`config.mk`:
```
export PLATFORM = sky130hd
export DESIGN_NAME = datapath
export DESIGN_NICKNAME = d
export VERILOG_FILES = /design/src/rtl/datapath_pkg.sv /design/src/rtl/datapath_reg32.sv /design/src/rtl/datapath.sv
export SDC_FILE = /design/constraint.sdc
export NUM_CORES = 1
export LEC_CHECK = 0
export CAP_MARGIN = 10
export CORE_ASPECT_RATIO = 1.25
export CORE_MARGIN = 8
export CORE_UTILIZATION = 28
export DETAILED_ROUTE_END_ITERATION = 16
export HOLD_SLACK_MARGIN = 0.1
export SYNTH_ARGS = -nofsm -noshare
export SYNTH_HDL_FRONTEND = slang
export SYNTH_SLANG_ARGS = --single-unit
```
`constraint.sdc`:
```
create_clock -name Clock -period 9.84 [get_ports Clock]
set_input_delay 1.968 -clock Clock [delete_from_list [all_inputs] [get_ports Clock]]
set_output_delay 1.968 -clock Clock [all_outputs]
set_load 0.05 [all_outputs]
```
`src/rtl/datapath_pkg.sv`:
```
// Shared constants and ALU operation encoding for the single-bus CPU datapath.
package datapath_pkg;

  localparam int WIDTH = 32;

  typedef enum logic [1:0] {
    OP_NONE = 2'd0,
    OP_AND  = 2'd1,
    OP_INC  = 2'd2
  } alu_op_t;

endpackage

```
`src/rtl/datapath_reg32.sv`:
```
// Generic bus register: synchronous clear, load enable, holds otherwise.
module reg32
  import datapath_pkg::*;
#(
  parameter int W = WIDTH
) (
  input  logic         Clock,
  input  logic         Clear,
  input  logic         en,
  input  logic [W-1:0] d,
  output logic [W-1:0] q
);

  always_ff @(posedge Clock) begin
    if (Clear) begin
      q <= '0;
    end else if (en) begin
      q <= d;
    end
  end

endmodule

```
`src/rtl/datapath.sv`:
```
// Single-bus 32-bit CPU datapath: register file, shared bus mux, AND/increment ALU.
module datapath
  import datapath_pkg::*;
(
  input  logic             PCout,
  input  logic             ZHighout,
  input  logic             Zlowout,
  input  logic             MDRout,
  input  logic             R2out,
  input  logic             R4out,
  input  logic             MARin,
  input  logic             PCin,
  input  logic             MDRin,
  input  logic             IRin,
  input  logic             Yin,
  input  logic             IncPC,
  input  logic             Read,
  input  logic             AND,
  input  logic             R5in,
  input  logic             R2in,
  input  logic             R4in,
  input  logic             Clock,
  input  logic [WIDTH-1:0] Mdatain,
  input  logic             Clear,
  input  logic             R1in,
  input  logic             R3in,
  input  logic             R6in,
  input  logic             R7in,
  input  logic             R8in,
  input  logic             R9in,
  input  logic             R10in,
  input  logic             R11in,
  input  logic             R12in,
  input  logic             R13in,
  input  logic             R14in,
  input  logic             R15in,
  input  logic             HIin,
  input  logic             LOin,
  input  logic             ZHighIn,
  input  logic             ZLowIn,
  input  logic             Cin,
  output logic [WIDTH-1:0] BusMuxOut
);

  logic [WIDTH-1:0]   pc, ir, mar, mdr, y, z_hi, z_lo, hi, lo, c_reg;
  logic [WIDTH-1:0]   r [1:15];
  logic [15:1]        r_in;
  logic [WIDTH-1:0]   mdr_d;
  alu_op_t            alu_op;
  logic [2*WIDTH-1:0] alu_res;

  assign r_in = {R15in, R14in, R13in, R12in, R11in, R10in, R9in, R8in,
                 R7in, R6in, R5in, R4in, R3in, R2in, R1in};

  // Priority bus mux; an X strobe falls through to the next source like a 0.
  always_comb begin
    BusMuxOut = '0;
    if (PCout)         BusMuxOut = pc;
    else if (ZHighout) BusMuxOut = z_hi;
    else if (Zlowout)  BusMuxOut = z_lo;
    else if (MDRout)   BusMuxOut = mdr;
    else if (R2out)    BusMuxOut = r[2];
    else if (R4out)    BusMuxOut = r[4];
  end

  always_comb begin
    alu_op = OP_NONE;
    if (IncPC)    alu_op = OP_INC;
    else if (AND) alu_op = OP_AND;
  end

  always_comb begin
    alu_res = '0;
    case (alu_op)
      OP_INC:  alu_res = {{WIDTH{1'b0}}, BusMuxOut + WIDTH'(1)};
      OP_AND:  alu_res = {{WIDTH{1'b0}}, y & BusMuxOut};
      default: alu_res = '0;
    endcase
  end

  assign mdr_d = Read ? Mdatain : BusMuxOut;

  reg32 u_pc   (.Clock(Clock), .Clear(Clear), .en(PCin),    .d(BusMuxOut),               .q(pc));
  reg32 u_ir   (.Clock(Clock), .Clear(Clear), .en(IRin),    .d(BusMuxOut),               .q(ir));
  reg32 u_mar  (.Clock(Clock), .Clear(Clear), .en(MARin),   .d(BusMuxOut),               .q(mar));
  reg32 u_mdr  (.Clock(Clock), .Clear(Clear), .en(MDRin),   .d(mdr_d),                   .q(mdr));
  reg32 u_y    (.Clock(Clock), .Clear(Clear), .en(Yin),     .d(BusMuxOut),               .q(y));
  reg32 u_z_hi (.Clock(Clock), .Clear(Clear), .en(ZHighIn), .d(alu_res[2*WIDTH-1:WIDTH]), .q(z_hi));
  reg32 u_z_lo (.Clock(Clock), .Clear(Clear), .en(ZLowIn),  .d(alu_res[WIDTH-1:0]),      .q(z_lo));
  reg32 u_hi   (.Clock(Clock), .Clear(Clear), .en(HIin),    .d(BusMuxOut),               .q(hi));
  reg32 u_lo   (.Clock(Clock), .Clear(Clear), .en(LOin),    .d(BusMuxOut),               .q(lo));
  reg32 u_c    (.Clock(Clock), .Clear(Clear), .en(Cin),     .d(BusMuxOut),               .q(c_reg));

  for (genvar i = 1; i <= 15; i++) begin : g_r
    reg32 u_r (.Clock(Clock), .Clear(Clear), .en(r_in[i]), .d(BusMuxOut), .q(r[i]));
  end

  // Registers without a bus output yet stay in the design for hierarchical observation.
  logic unused_regs;
  assign unused_regs = ^{ir, mar, hi, lo, c_reg, r[1], r[3], r[5], r[6], r[7], r[8],
                         r[9], r[10], r[11], r[12], r[13], r[14], r[15]};

endmodule

```
==> run notes <==
From the run reports.

- The run finished with clean final reports.
- The type recorded for the worst min-delay path is reg2reg.
- The post-synth register bit count is 192.
- The report lists the power per cell area as 172.6 nW/um^2.
- The number of input and output port buffers inserted is 80.
- Walking the worst path, the cells encountered are clkdlybuf4s50_1 -> buf_4 -> or3_1 -> a21oi_1 -> a221oi_1 -> inv_1 -> clkdlybuf4s50_1.
- The total setup violations reported at the end of the flow reads 0.
- The share of power burned in combinational logic reads 0.165.
- The sink of the worst hold path is u_z_lo.q[10].
- The data required time at the worst endpoint is 7.87 ns.
- The leakage power total reads 3.927 nW.
- The summed instance area of the synthesized netlist is 9138 sq um.
- The via count of the first global-routing pass was 7840.
- The nature of the critical path startpoint is an input port.
- The cell total after placement reads 1535.
- The total inserted antenna cells is 0.
- The critical path endpoint category reads an output pin.
- In the hold timing report, the worst path depth is 2.
- Clock latency on the worst-skew pair, taken at its later pin, is 0.44 ns.
- The quantity of gates resized following cts reads 0.
- The average via count per standard cell is 5.321.
- The final instance count without filler cells is 1565.
- The peak per-stage delay on the critical path reads 0.93 ns.
- The power report lists cell-internal power as 0.001331 W.
- Entering global routing, the biggest net connects 104 pins.
- The residual antenna-violating net count after detailed routing is 0.
- The share of total power dissipated in the clock network is 0.381.
- The beginning of the worst register-to-register path is u_z_lo.q[0].
- Of the synthesized area, sequential elements account for 0.4206.
- The first TritonRoute pass finished after 5 iterations.
- The final instance area is 10790 sq um.
- The routed metal-1 wire length is 13740 um.
- Of all cell types, the one taking the most synthesized area is dfxtp_1.
- The number of DRC violations after detailed routing reads 0.
- Per the OpenROAD floorplan log, the area of the die is 38710 sq um.
- For the worst setup path, the data arrival time is 5.71 ns.
- The floorplan die height is 218.0 um.
- The distinct cell type count after synthesis is 53.
- The multi-input logic area is 4576 sq um.
- The final total negative setup slack reads 0 ns.
- The top routing layer in use is met5.
- The share of the clock period used by the worst path reads 0.7803.
- The async set-reset flop share out of synthesis is 0.
- The yosys warning tally reads 0.
- The library cell used as clock root buffer is clkbuf_16.
- The switching power reads 0.0005316 W.
## routing by layer
metal	track usage	up-vias
met4	0.04147	2
met1	0.2067	3975
li1	-	4036
met2	0.2360	277
met3	0.03309	37
met5	0	-
## power groups by stage
stage / registers (W) / clock network [W] / logic [W]
4_1_cts: 0.000846 / 0.000720 / 0.000307
2_1_floorplan: 0.000858 / 0 / 0.000206
3_3_place_gp: 0.000862 / 0 / 0.000303
5_1_grt: 0.000851 / 0.000755 / 0.000332
3_5_place_dp: 0.000864 / 0 / 0.000305
6_report: 0.000847 / 0.000709 / 0.000307
## registers in the layout, indices dropped and copies added, names as in the netlist
signal,flops
u_mdr.q,32
u_z_lo.q,32
u_pc.q,32
u_y.q,32
g_r.u_r.q,64
## Yosys cell counts, types with 3 or more instances
| library cell | count |
|---|---|
| a211oi_1 | 143 |
| a21oi_1 | 37 |
| a221o_1 | 22 |
| a221oi_1 | 6 |
| a2bb2oi_1 | 22 |
| a31oi_1 | 5 |
| a32oi_1 | 21 |
| a32oi_2 | 3 |
| and3_1 | 3 |
| and3b_1 | 6 |
| buf_1 | 5 |
| buf_2 | 10 |
| buf_4 | 5 |
| buf_6 | 3 |
| clkbuf_1 | 88 |
| dfxtp_1 | 192 |
| inv_1 | 61 |
| mux2i_1 | 36 |
| nand2_1 | 82 |
| nand3_1 | 17 |
| nor2_1 | 180 |
| nor2b_1 | 5 |
| nor3_1 | 8 |
| nor4_1 | 10 |
| o21ai_0 | 70 |
| o22ai_1 | 8 |
| o31ai_1 | 4 |
| or3_1 | 3 |
| or4_1 | 9 |
| xnor2_1 | 24 |
## how the worst max path moves through the flow
stage                        from            end  slack [ns]  cells after the start
after floorplan             PCout  BusMuxOut[28]        3.84                      7
final                     Zlowout  BusMuxOut[27]        2.16                      7
after global routing      Zlowout  BusMuxOut[27]        2.06                      7
after global placement    Zlowout  BusMuxOut[27]        2.21                      7
after CTS                 Zlowout  BusMuxOut[27]        2.20                      7
after detailed placement  Zlowout  BusMuxOut[27]        2.18                      7
## cell usage in the layout, fill, tap and decap left out, drive strengths merged, types with 4 or more instances in the layout
cell / n
a211oi: 143
a21oi: 37
a221o: 23
a221oi: 6
a2bb2oi: 22
a31oi: 5
a32oi: 24
and3b: 6
buf: 41
clkbuf: 17
clkdlybuf4s50: 73
clkinv: 7
dfxtp: 192
inv: 62
mux2i: 36
nand2: 82
nand3: 17
nor2: 181
nor2b: 5
nor3: 8
nor4: 11
o21ai: 72
o22ai: 8
o31ai: 4
or4: 9
xnor2: 24
## layout make-up
type                    instances  area share
clock inverters                13     0.01530
flip-flops and latches        192      0.3561
clock buffers                  17     0.03942
well taps                     418     0.04846
multi-input cells             749      0.4239
repair buffers                114     0.09518
inverters                      62     0.02156
## cell families (layout without fill, tap and decap cells)
| logic type | count (synthesis) | count (layout) | synth area share |
|---|---|---|---|
| buf+inv | 175 | 206 | 0.07942 |
| flops | 192 | 192 | 0.4206 |
| xor+xnor | 24 | 24 | 0.02300 |
| fa+ha+maj | 1 | 1 | 0.001369 |
| mux | 36 | 36 | 0.03944 |
| compound gates | 351 | 351 | 0.2736 |
| simple gates | 337 | 337 | 0.1625 |
==> images/final_clocks.png <==
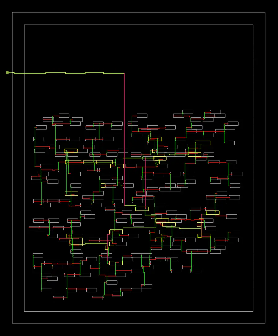
sequential cell count of the final layout: 192
power attributed to the clock group: 0.000709 W
CTS Buf Count: 17
number of clock sinks: 192
Final Skew: 0.01113 ns

==> images/wire_density.png <==
Scale: 1.5 px per um. 18 x 22 tiles, from dark purple (low) to yellow (high), scaled to the fullest tile. Values are wire area over tile area, all layers added.
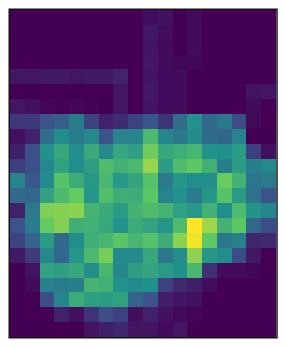
The densest ninth of the die: center. The fullest tile reaches 0.46. The emptiest ninth of the die: upper right. 27% of the tiles are over half the peak. 33% of the tiles are nearly empty. The mean over all tiles is 0.12.
DR WL/cell: 18.95 um
global router's overall resource usage: 0.1513

==> images/cell_classes.png <==
Scale: 2 px per um.
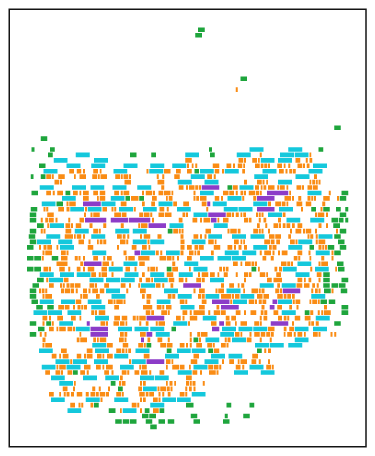
Key: green = other buffers and delay cells [cells 114, share of their area 10%]; purple = clock drivers and dummy loads [cells 30, share of their area 5.8%]; orange = all other logic [cells 811, share of their area 47%]; cyan = flip-flops [cells 192, share of their area 37%]
share of cell area taken by flip-flops and latches: 0.3561
cell row count: 74
Placeable Area: 32410 sq um

==> images/met3.png <==
Scale: 1.5 px per um.
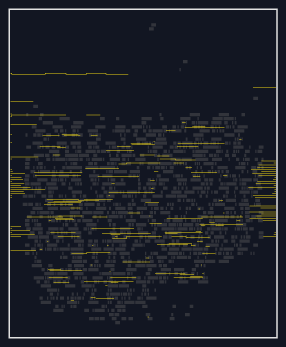
The wires run mostly horizontal. The longest straight run is 36.1 um.
via count: 8327
total wire length after detailed routing: 29660 um
met3 demand-to-capacity share in global routing: 0.03309

Power is estimated from default activity; no workload was simulated.
